`src/rtl/queen_search_controller_pkg.sv`:
```
// Shared types and constants for the 8-queen search controller.
// State encoding for the control FSM lives here.
package queen_search_controller_pkg;

  localparam int N     = 8;
  localparam int ROW_W = 3;

  typedef enum logic [3:0] {
    IDLE,
    PUSH0,
    WAIT,
    CHECK,
    COMPARE,
    PLACE,
    ADV,
    NEXTCOL,
    BACK,
    BCHK,
    EMIT,
    FIN
  } state_t;

endpackage

```
`src/rtl/queen_search_controller_depth_counter.sv`:
```
// Saturating up/down search depth counter.
// Never wraps: holds at N-1 going up and at 0 going down.
module search_depth_counter #(
  parameter int N     = 8,
  parameter int ROW_W = 3
) (
  input  logic clk,
  input  logic reset,
  input  logic clr,
  input  logic inc,
  input  logic dec,
  output logic at_last,
  output logic at_zero
);

  logic [ROW_W-1:0] depth_q;

  assign at_last = (depth_q == ROW_W'(N - 1));
  assign at_zero = (depth_q == '0);

  always_ff @(posedge clk) begin
    if (reset) begin
      depth_q <= '0;
    end else if (clr) begin
      depth_q <= '0;
    end else if (inc && !at_last) begin
      depth_q <= depth_q + 1'b1;
    end else if (dec && !at_zero) begin
      depth_q <= depth_q - 1'b1;
    end
  end

endmodule

```
`src/rtl/queen_search_controller.sv`:
```
// Control FSM for the 8-queen backtracking solver.
// Sequences stack push/pop, conflict checks, placement and output.
module queen_search_controller #(
  parameter int N     = queen_search_controller_pkg::N,
  parameter int ROW_W = queen_search_controller_pkg::ROW_W
) (
  input  logic clk,
  input  logic reset,
  input  logic start,
  input  logic cout,
  input  logic down_counter_zero,
  input  logic row_zero,
  input  logic last_column,
  input  logic safe,
  input  logic stack_ready,
  input  logic underflow,
  output logic enable_output,
  output logic register_load,
  output logic count,
  output logic load_counter,
  output logic push,
  output logic pop,
  output logic increament_row,
  output logic increament_column,
  output logic ready,
  output logic done,
  output logic found,
  output logic out_valid
);

  import queen_search_controller_pkg::*;

  state_t st_q, st_d;
  state_t ret_q, ret_d;
  logic   done_q, done_d;
  logic   found_q, found_d;
  logic   d_clr, d_inc, d_dec;
  logic   at_last, at_zero;

  search_depth_counter #(
    .N     (N),
    .ROW_W (ROW_W)
  ) u_depth (
    .clk     (clk),
    .reset   (reset),
    .clr     (d_clr),
    .inc     (d_inc),
    .dec     (d_dec),
    .at_last (at_last),
    .at_zero (at_zero)
  );

  always_ff @(posedge clk) begin
    if (reset) begin
      st_q    <= IDLE;
      ret_q   <= IDLE;
      done_q  <= 1'b0;
      found_q <= 1'b0;
    end else begin
      st_q    <= st_d;
      ret_q   <= ret_d;
      done_q  <= done_d;
      found_q <= found_d;
    end
  end

  always_comb begin
    st_d              = st_q;
    ret_d             = ret_q;
    done_d            = done_q;
    found_d           = found_q;
    d_clr             = 1'b0;
    d_inc             = 1'b0;
    d_dec             = 1'b0;
    enable_output     = 1'b0;
    register_load     = 1'b0;
    count             = 1'b0;
    load_counter      = 1'b0;
    push              = 1'b0;
    pop               = 1'b0;
    increament_row    = 1'b0;
    increament_column = 1'b0;
    ready             = 1'b0;
    out_valid         = 1'b0;
    unique case (st_q)
      IDLE: begin
        ready = 1'b1;
        if (start) begin
          d_clr   = 1'b1;
          done_d  = 1'b0;
          found_d = 1'b0;
          st_d    = PUSH0;
        end
      end
      PUSH0: begin
        if (stack_ready) begin
          push  = 1'b1;
          ret_d = CHECK;
          st_d  = WAIT;
        end
      end
      WAIT: begin
        if (stack_ready) st_d = ret_q;
      end
      CHECK: begin
        if (cout) begin
          found_d = 1'b0;
          st_d    = FIN;
        end else if (row_zero) begin
          st_d = PLACE;
        end else begin
          load_counter = 1'b1;
          st_d         = COMPARE;
        end
      end
      COMPARE: begin
        if (!safe) begin
          st_d = NEXTCOL;
        end else if (down_counter_zero) begin
          st_d = PLACE;
        end else begin
          count = 1'b1;
        end
      end
      PLACE: begin
        register_load = 1'b1;
        if (at_last) begin
          st_d = EMIT;
        end else begin
          d_inc = 1'b1;
          st_d  = ADV;
        end
      end
      ADV: begin
        if (stack_ready) begin
          push           = 1'b1;
          increament_row = 1'b1;
          ret_d          = CHECK;
          st_d           = WAIT;
        end
      end
      NEXTCOL: begin
        if (last_column) begin
          st_d = BACK;
        end else if (stack_ready) begin
          push              = 1'b1;
          pop               = 1'b1;
          increament_column = 1'b1;
          ret_d             = CHECK;
          st_d              = WAIT;
        end
      end
      BACK: begin
        if (stack_ready) begin
          pop   = 1'b1;
          ret_d = BCHK;
          st_d  = WAIT;
        end
      end
      BCHK: begin
        if (underflow) begin
          found_d = 1'b0;
          st_d    = FIN;
        end else begin
          d_dec = 1'b1;
          st_d  = NEXTCOL;
        end
      end
      EMIT: begin
        // one row per visit, top of stack first, popped as it goes
        if (stack_ready) begin
          enable_output = 1'b1;
          out_valid     = 1'b1;
          pop           = 1'b1;
          st_d          = WAIT;
          if (at_zero) begin
            found_d = 1'b1;
            ret_d   = FIN;
          end else begin
            d_dec = 1'b1;
            ret_d = EMIT;
          end
        end
      end
      FIN: begin
        done_d = 1'b1;
        st_d   = IDLE;
      end
      default: st_d = IDLE;
    endcase
  end

  assign done  = done_q | (st_q == FIN);
  assign found = found_q;

endmodule

```
`config.mk`:
```
export PLATFORM = sky130hd
export DESIGN_NAME = queen_search_controller
export DESIGN_NICKNAME = d
export VERILOG_FILES = /design/src/rtl/queen_search_controller_pkg.sv /design/src/rtl/queen_search_controller_depth_counter.sv /design/src/rtl/queen_search_controller.sv
export SDC_FILE = /design/constraint.sdc
export NUM_CORES = 1
export LEC_CHECK = 0
export CORE_MARGIN = 2
export CORE_UTILIZATION = 53
export DETAILED_ROUTE_END_ITERATION = 6
export PLACE_DENSITY = 0.83
export SYNTH_ARGS = -nofsm -noshare
export SYNTH_HDL_FRONTEND = slang
export SYNTH_SLANG_ARGS = --single-unit
```
`constraint.sdc`:
```
create_clock -name clk -period 4.95 [get_ports clk]
set_clock_uncertainty 0.05 [all_clocks]
set_input_delay 0.495 -clock clk [delete_from_list [all_inputs] [get_ports clk]]
set_output_delay 0.495 -clock clk [all_outputs]
set_load 0.005 [all_outputs]
```
Fig. 1: run 1, clock distribution
Scale: 12 px per µm.
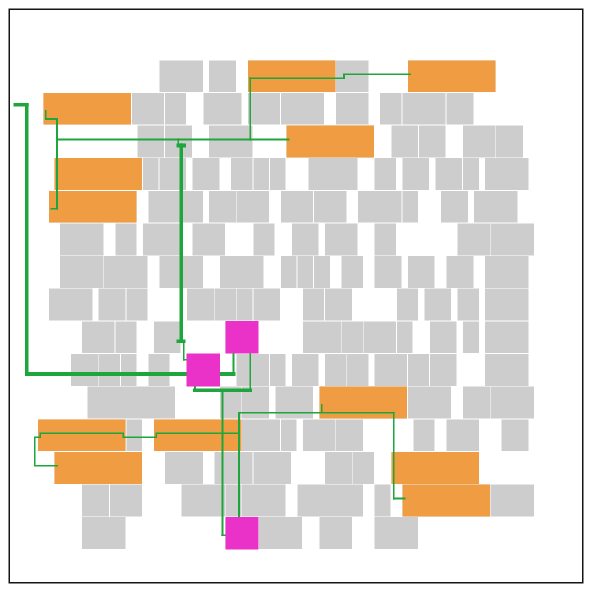
- clock wires: green (length 187 µm)
- clock drivers: magenta (count 3)
- flip-flops: orange (count 12)
- routed clock nets: 4
- flops lie: spread over the die

Fig. 2: run 1, cell classes on the final placement
Scale: 10 px per µm. Fill, decap, tap and diode cells in grey.
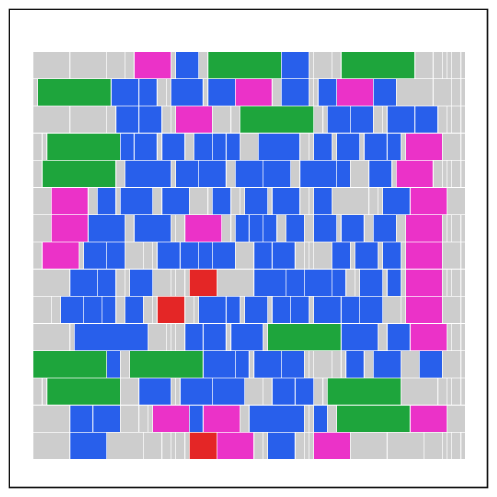
- other buffers and delay cells: magenta (cells 21)
- clock drivers: red (cells 3)
- combinational and other logic: blue (cells 109)
- flops: green (cells 12)

Fig. 3: run 1, sequential cells grouped by signal name
Scale: 10 px per µm.
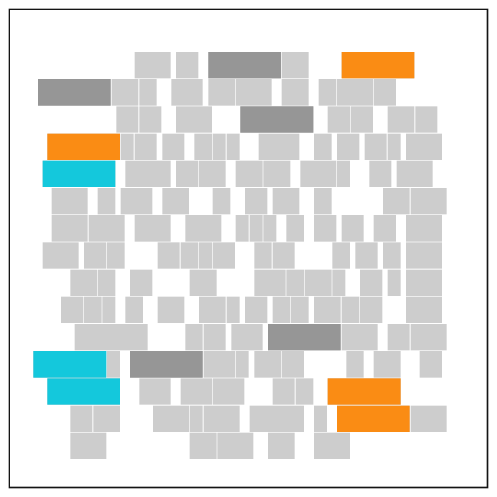
- u_depth.depth_q: cyan (placed flops 3)
- st_q: orange (placed flops 4)

Fig. 4: run 1, routing congestion
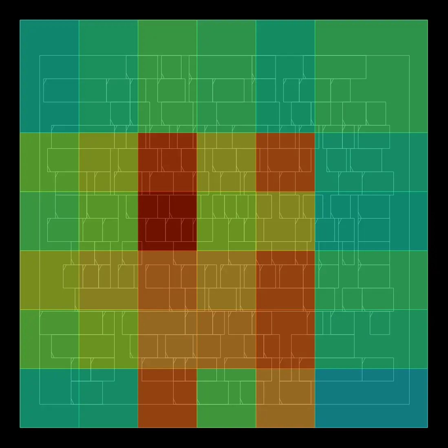
GRT Total Usage: 0.242
grt peak-use layer: met2
post-DR wirelength/cell: 15.2 µm
final core occ: 0.687

run 1: state kept, by name (all words and copies together), names as in the netlist:
name and cells:
found 1, ret_q 3, done_q 1, u_depth.depth_q 3, st_q 4
run 1: per-layer routing:
| metal | vias up | GRT usage |
|---|---|---|
| met5 | - | 0 |
| met4 | 0 | 0.108 |
| met3 | 6 | 0.0226 |
| met2 | 41 | 0.408 |
| met1 | 485 | 0.314 |
| li1 | 509 | - |
run 1: stage by stage:
step           power, mW  setup WS, ps  hold WS, ps
6_report           0.234          2050          420
3_5_place_dp       0.174          2180          403
2_1_floorplan      0.155          3050          371
3_3_place_gp       0.173          2270          384
4_1_cts            0.234          2070          420
5_1_grt            0.245          1890          447
==> run_results.csv, run 1 <==
group,metric,value,unit
floorplanning,boundaryPins,22,
clock_network,cts_max_level,1,
detailed_routing,vias,1041,
floorplanning,die_area,2270,µm²
floorplanning,fp-row-count,15,
final_layout,clkbuf_count,3,
clock_network,clkSinkCount,12,
final_layout,seq_cell_count,12,
logic_synthesis,ys_seq_elements,12,
detailed_routing,wl_met2,1220,µm
detailed_routing,dr.pass1.iters,4,
final_layout,drive_gt1_frac,0.0552,
final_layout,comb_cells,104,
power,pwr-share-comb,0.250,
logic_synthesis,synth.largest_area_cell,"dfxtp_1",
critical_path,cp.required,4410,ps
power,maxPowerGroup,"sequential cells",
floorplanning,die_h,47.7,µm
final_layout,logic_area,688,µm²
critical_path,worst-setup-path-type,"flop to primary output",
detailed_routing,routed_wl,2580,µm
clock_network,cts_root_buf,"clkbuf_4",
power,power_switching,0.0725,mW
detailed_routing,met3_length,140,µm
detailed_routing,drc,0,
critical_path,worst_setup_path_start_kind,"flop",
final_layout,seqCellArea,240,µm²
critical_path,crit_end,"push",
final_layout,clk_share,0.0186,
final_layout,nFillCells,180,
place,dp_cells,167,
logic_synthesis,postSynthAreaPerCell,7.60,µm²
logic_synthesis,syn-num-nets,144,
place,gp_congestion,0.864,
critical_path,worstPathMaxFanout,29,
critical_path,r2r_setup_slack,2230,ps
final_layout,final_area,1210,µm²
run,warnings,26,
final_timing,fin_crit,2900,ps
final_timing,fmax,0.345,GHz
critical_path,crit_family,"flip-flops",
floorplanning,tap_cells,25,
logic_synthesis,synthFlopType,"dfxtp_1",
critical_path,endpoint_kind,"primary output",
critical_path,crit_arrival,2360,ps
critical_path,cp_slowest_cell,"dfxtp_1",
final_layout,buf_share,0.174,
logic_synthesis,xor_area_frac,0.00866,
power,p_leak,0.474,nW
final_layout,instances_no_fill,170,
clock_network,path_clk_slew,80,ps
final_layout,antenna_cells,0,
place,postPlaceCellArea,1190,µm²
clock_network,post_cts_resize_count,0,
final_layout,area_growth,19.8,%
critical_path,crit_cells,4,
final_timing,finalHoldViolCount,0,
final_layout,lay_top_count,"clkdlybuf4s50_1",
final_timing,tightest_slew,874,ps
power,p_seq_frac,0.490,
critical_path,r2r_start,"st_q[0]",
logic_synthesis,logic_family,"simple AND/OR/NAND/NOR gates",
critical_path,cp_cell_sequence,"nand2b_1 -> o22ai_1 -> and2_1 -> clkdlybuf4s50_1",
detailed_routing,drtIter0Drc,28,
hold_path,whs_path_depth,2,
final_timing,drv_slew,0,
logic_synthesis,async_reset_ff_frac,0,
clock_network,cts_setup_buffers,0,
logic_synthesis,synthAoiAreaFrac,0.311,
final_layout,inv_count,5,
critical_path,r2r_end,"u_depth.depth_q[2]",
detailed_routing,viasPerCell,6.12,
logic_synthesis,synth-edff-count,0,
floorplanning,die-width,47.7,µm
power,internal_power,0.161,mW
critical_path,worst-r2r-cell-count,7,
clock_network,cts_tree,"yes",
detailed_routing,wl_met1,1160,µm
power,clkPwrFrac,0.260,
critical_path,cpPeakStageDelay,900,ps
detailed_routing,top_layer,"met4",
logic_synthesis,netlist_area,1010,µm²
final_layout,buffers_excl_clock,21,
logic_synthesis,synth.distinct_cells,45,
global_route,grt_pass1_wl,3870,µm
logic_synthesis,synth.top_cell.area_share,0.238,
clock_network,clk_latency,270,ps
final_layout,seq_area_frac,0.198,
clock_network,clk_path_buf_depth,2,
critical_path,timing.critical_path.from,"st_q[0]",
place,io_buffer_count,21,
final_timing,slew_headroom,0.417,
critical_path,cp_num_buf_inv,1,
floorplanning,core_area,1760,µm²
final_timing,tns,0,ps
logic_synthesis,postSynthSeqShare,0.238,
logic_synthesis,top_cells_by_count,"a21oi_1 (12), dfxtp_1 (12), nand2b_1 (8), nor2b_1 (8)",
global_route,grt_max_degree,30,
hold_path,worst_hold_path_type,"flop to flop",
floorplanning,floorplan.core_util,0.573,
logic_synthesis,synthSimpleGateAreaFrac,0.321,
final_layout,comb_share,0.568,
logic_synthesis,mux_area_frac,0.0210,
power,power_density,193,nW/µm²
power,p_clk,0.0608,mW
status,status,"finished, final reports clean",
final_layout,final_cell_mix,"clkdlybuf4s50_1 (21), a21oi_1 (12), dfxtp_1 (12)",
power,powerComb,0.0584,mW
hold_path,holdCritStartpoint,"done_q",
final_layout,largest_class,"combinational gates",
global_route,antenna_found_initial,0,
final_layout,nNetsFinal,158,
global_route,grt_remaining_overflow,0,
logic_synthesis,yosysChipArea,1010,µm²
run,max-cap-violations,0,
clock_network,cts_hold_buf,0,
logic_synthesis,ys_sh_adder,0.0198,
power,irDropWorstVdd,0.144,mV
power,p_seq,0.115,mW
clock_network,tritoncts.num_buffers,3,
logic_synthesis,yosys_cells,133,
logic_synthesis,ys_top_cells_by_area,"dfxtp_1 (24%), a21oi_1 (5.9%), nand2b_1 (5.0%), nor2b_1 (5.0%), o21ai_0 (3.5%)",
global_route,grt_pass1_vias,885,
place,post-dp-hpwl,1830,µm
final_timing,fin_crit_sh,0.586,
detailed_routing,postRouteAntennaNets,0,
final_timing,setup_violations,0,
logic_synthesis,yosysWarnings,0,
final_timing,rsz0062_at_grt,"false",
hold_path,holdPathEnd,"done_q",
logic_synthesis,synth_cells,133,
power,switching_share,0.310,
Fig. 5: run 1, floorplan with the power grid
Scale: 8 px per µm. Pins as bars on the die edge.
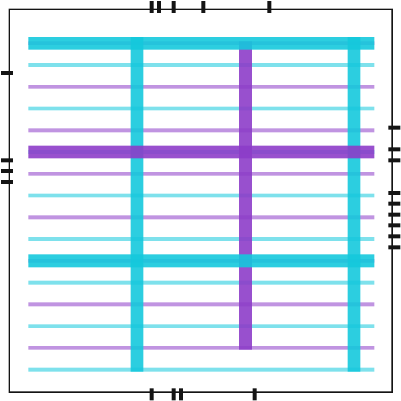

## Run 2: what changed since run 1
Settings changed: CORE_UTILIZATION 53 to 50, PLACE_DENSITY 0.83 to 0.79.
Clock period 4.95 ns to 2.83 ns, I/O delays scaled along.
Fig. 6: run 2, floorplan with the power grid
Scale: 8 px per µm. Pins as bars on the die edge.
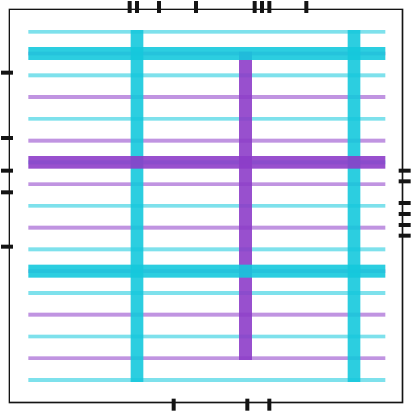
- VDD: purple
- VSS: cyan
- signal pins: 22
- met5 straps: 3
- rows: 16
- met1 rails: 17

Fig. 7: run 2, routing congestion
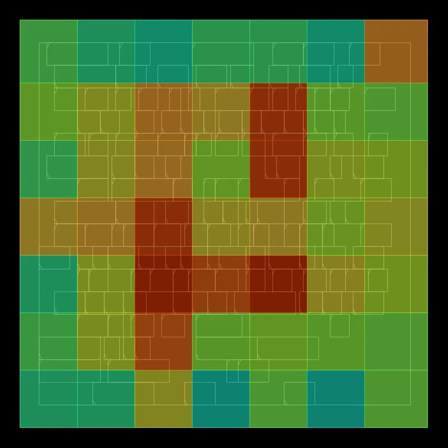
GR met1 Demand/Resource: 0.309
global-route track usage on met3: 0.0399
routing usage on met2: 0.395

==> run_results.csv, run 2 <==
group,metric,value,unit
final_layout,comb_cells,104,
final_timing,fin_crit_sh,0.885,
place,post-dp-hpwl,1940,µm
place,dpl_worst_slack,635,ps
floorplanning,die_h,49.0,µm
final_layout,largest_register_ffs,4,
logic_synthesis,synth_cells,133,
critical_path,crit_end,"increament_column",
power,internal_power,0.287,mW
power,p_seq_frac,0.444,
final_layout,seqCellArea,240,µm²
final_timing,rsz0062_at_grt,"false",
power,pwr-share-comb,0.307,
final_layout,lay_top_count,"clkdlybuf4s50_1",
power,irDropWorstVdd,0.252,mV
place,postPlaceCellArea,1230,µm²
place,gp_congestion,0.838,
critical_path,endpoint_kind,"primary output",
floorplanning,die_area,2400,µm²
floorplanning,floorplan.core_util,0.521,
final_layout,finish.utilization,0.644,
logic_synthesis,ys_top_cells_by_area,"dfxtp_1 (24%), a21oi_1 (5.9%), nand2b_1 (5.0%), nor2b_1 (5.0%), o21ai_0 (3.5%)",
final_timing,setup_violations,0,
final_layout,antenna_cells,0,
clock_network,cts_setup_buffers,0,
final_layout,top_register,"st_q",
logic_synthesis,synth.top_cell.area_share,0.238,
logic_synthesis,postSynthAreaPerCell,7.60,µm²
critical_path,r2r_start,"st_q[2]",
critical_path,worst_setup_path_start_kind,"flop",
logic_synthesis,synth-edff-count,0,
power,maxPowerGroup,"sequential cells",
place,io_buffer_count,21,
clock_network,path_clk_slew,70,ps
power,p_total,0.413,mW
floorplanning,tap_cells,27,
clock_network,clkSinkCount,12,
logic_synthesis,synth.distinct_cells,45,
final_timing,fin_crit,2500,ps
critical_path,timing.critical_path.from,"st_q[2]",
clock_network,cts_max_level,1,
final_layout,seq_cell_count,12,
logic_synthesis,mux_area_frac,0.0210,
final_timing,drv_slew,0,
floorplanning,fp-row-count,16,
clock_network,clk_latency,270,ps
clock_network,cts_hold_buf,0,
logic_synthesis,ys_sh_adder,0.0198,
logic_synthesis,ys_seq_elements,12,
clock_network,cts_root_buf,"clkbuf_4",
final_layout,instances_no_fill,177,
power,clkPwrFrac,0.249,
final_layout,top_regs,"st_q (4), ret_q (3), u_depth.depth_q (3)",
critical_path,worst-setup-path-type,"flop to primary output",
final_layout,clkbuf_count,3,
power,power_density,330,nW/µm²
logic_synthesis,syn-num-nets,144,
final_layout,clk_share,0.0180,
final_timing,whs,412,ps
logic_synthesis,postSynthSeqShare,0.238,
logic_synthesis,yosysChipArea,1010,µm²
detailed_routing,drc,0,
clock_network,clk_path_buf_depth,2,
logic_synthesis,synth.largest_area_cell,"dfxtp_1",
final_layout,buffers_excl_clock,26,
power,p_clk,0.103,mW
status,status,"finished, final reports clean",
final_layout,logic_area,688,µm²
final_timing,finalHoldViolCount,0,
critical_path,r2r_end,"u_depth.depth_q[2]",
floorplanning,boundaryPins,22,
final_timing,tns,0,ps
logic_synthesis,async_reset_ff_frac,0,
place,dp_cells,174,
power,p_seq,0.183,mW
power,power_switching,0.126,mW
detailed_routing,drtIter0Drc,40,
critical_path,crit_arrival,2170,ps
critical_path,r2r_setup_slack,610,ps
clock_network,tritoncts.num_buffers,3,
power,switching_share,0.306,
logic_synthesis,logic_family,"simple AND/OR/NAND/NOR gates",
final_layout,final_cell_mix,"clkdlybuf4s50_1 (21), a21oi_1 (12), dfxtp_1 (12)",
global_route,grt_pass1_vias,1030,
detailed_routing,vias,1107,
power,p_leak,0.501,nW
logic_synthesis,yosysWarnings,0,
global_route,antenna_found_initial,0,
final_layout,nNetsFinal,163,
final_layout,drive_gt1_frac,0.0867,
logic_synthesis,netlist_area,1010,µm²
final_timing,fmax,0.399,GHz
detailed_routing,wl_per_cell,14.8,µm
final_layout,inv_count,5,
floorplanning,die-width,49.0,µm
global_route,grt_pass1_wl,4600,µm
logic_synthesis,xor_area_frac,0.00866,
critical_path,worstPathMaxFanout,12,
logic_synthesis,top_cells_by_count,"a21oi_1 (12), dfxtp_1 (12), nand2b_1 (8), nor2b_1 (8)",
hold_path,worst_hold_path_type,"flop to flop",
final_layout,seq_area_frac,0.192,
global_route,grt_remaining_overflow,0,
critical_path,cp.required,2500,ps
clock_network,post_cts_resize_count,0,
final_timing,slew_headroom,0.549,
power,powerComb,0.127,mW
detailed_routing,routed_wl,2620,µm
final_layout,area_growth,23.8,%
critical_path,worst-r2r-cell-count,7,
final_layout,largest_class,"combinational gates",
detailed_routing,postRouteAntennaNets,0,
run,max-cap-violations,0,
global_route,grt_max_degree,29,
logic_synthesis,synthFlopType,"dfxtp_1",
hold_path,holdPathEnd,"found",
detailed_routing,viasPerCell,6.25,
final_layout,buf_share,0.198,
Fig. 8: run 2, sequential cells grouped by signal name
Scale: 10 px per µm.
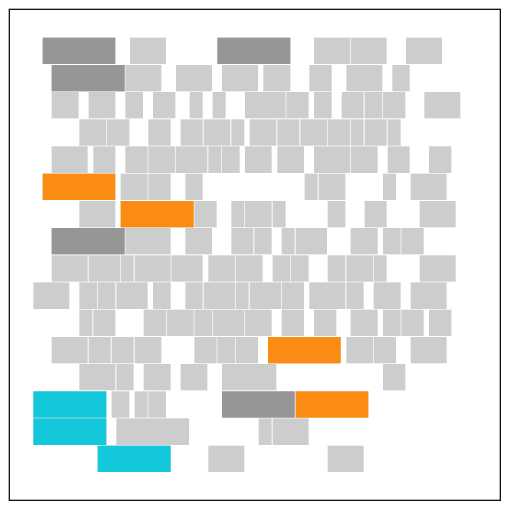
- st_q: orange (placed flops 4)
- u_depth.depth_q: cyan (placed flops 3)
- not coloured: 5

==> run 2: cell counts after synthesis <==
No cell type changed its count.
==> run 2: cells by family (layout without fill, tap and decap cells) <==
kind of cell / Yosys count / in the layout
mux: 2 / 2
buf+inv: 17 / 34
simple gates: 54 / 54
xor+xnor: 1 / 1
compound gates: 46 / 46
fa+ha+maj: 1 / 1
flops: 12 / 12
==> run 2: worst max-delay path: stages, from the launching register on <==
cell	delay, ps
dfxtp_1	520
buf_4	250
nand2_1	70
nor3_1	350
and2_1	200
clkdlybuf4s50_1	500
==> run 2: routing by layer <==
metal / up-vias / share of wire / GRT usage
met2: 60 / 0.47 / 0.395
met4: 0 / 0.019 / 0.0952
met5: - / 0 / 0
met1: 525 / 0.43 / 0.309
li1: 515 / - / -
met3: 7 / 0.079 / 0.0399
No activity file was given, so power comes from the tool's default toggle rates.
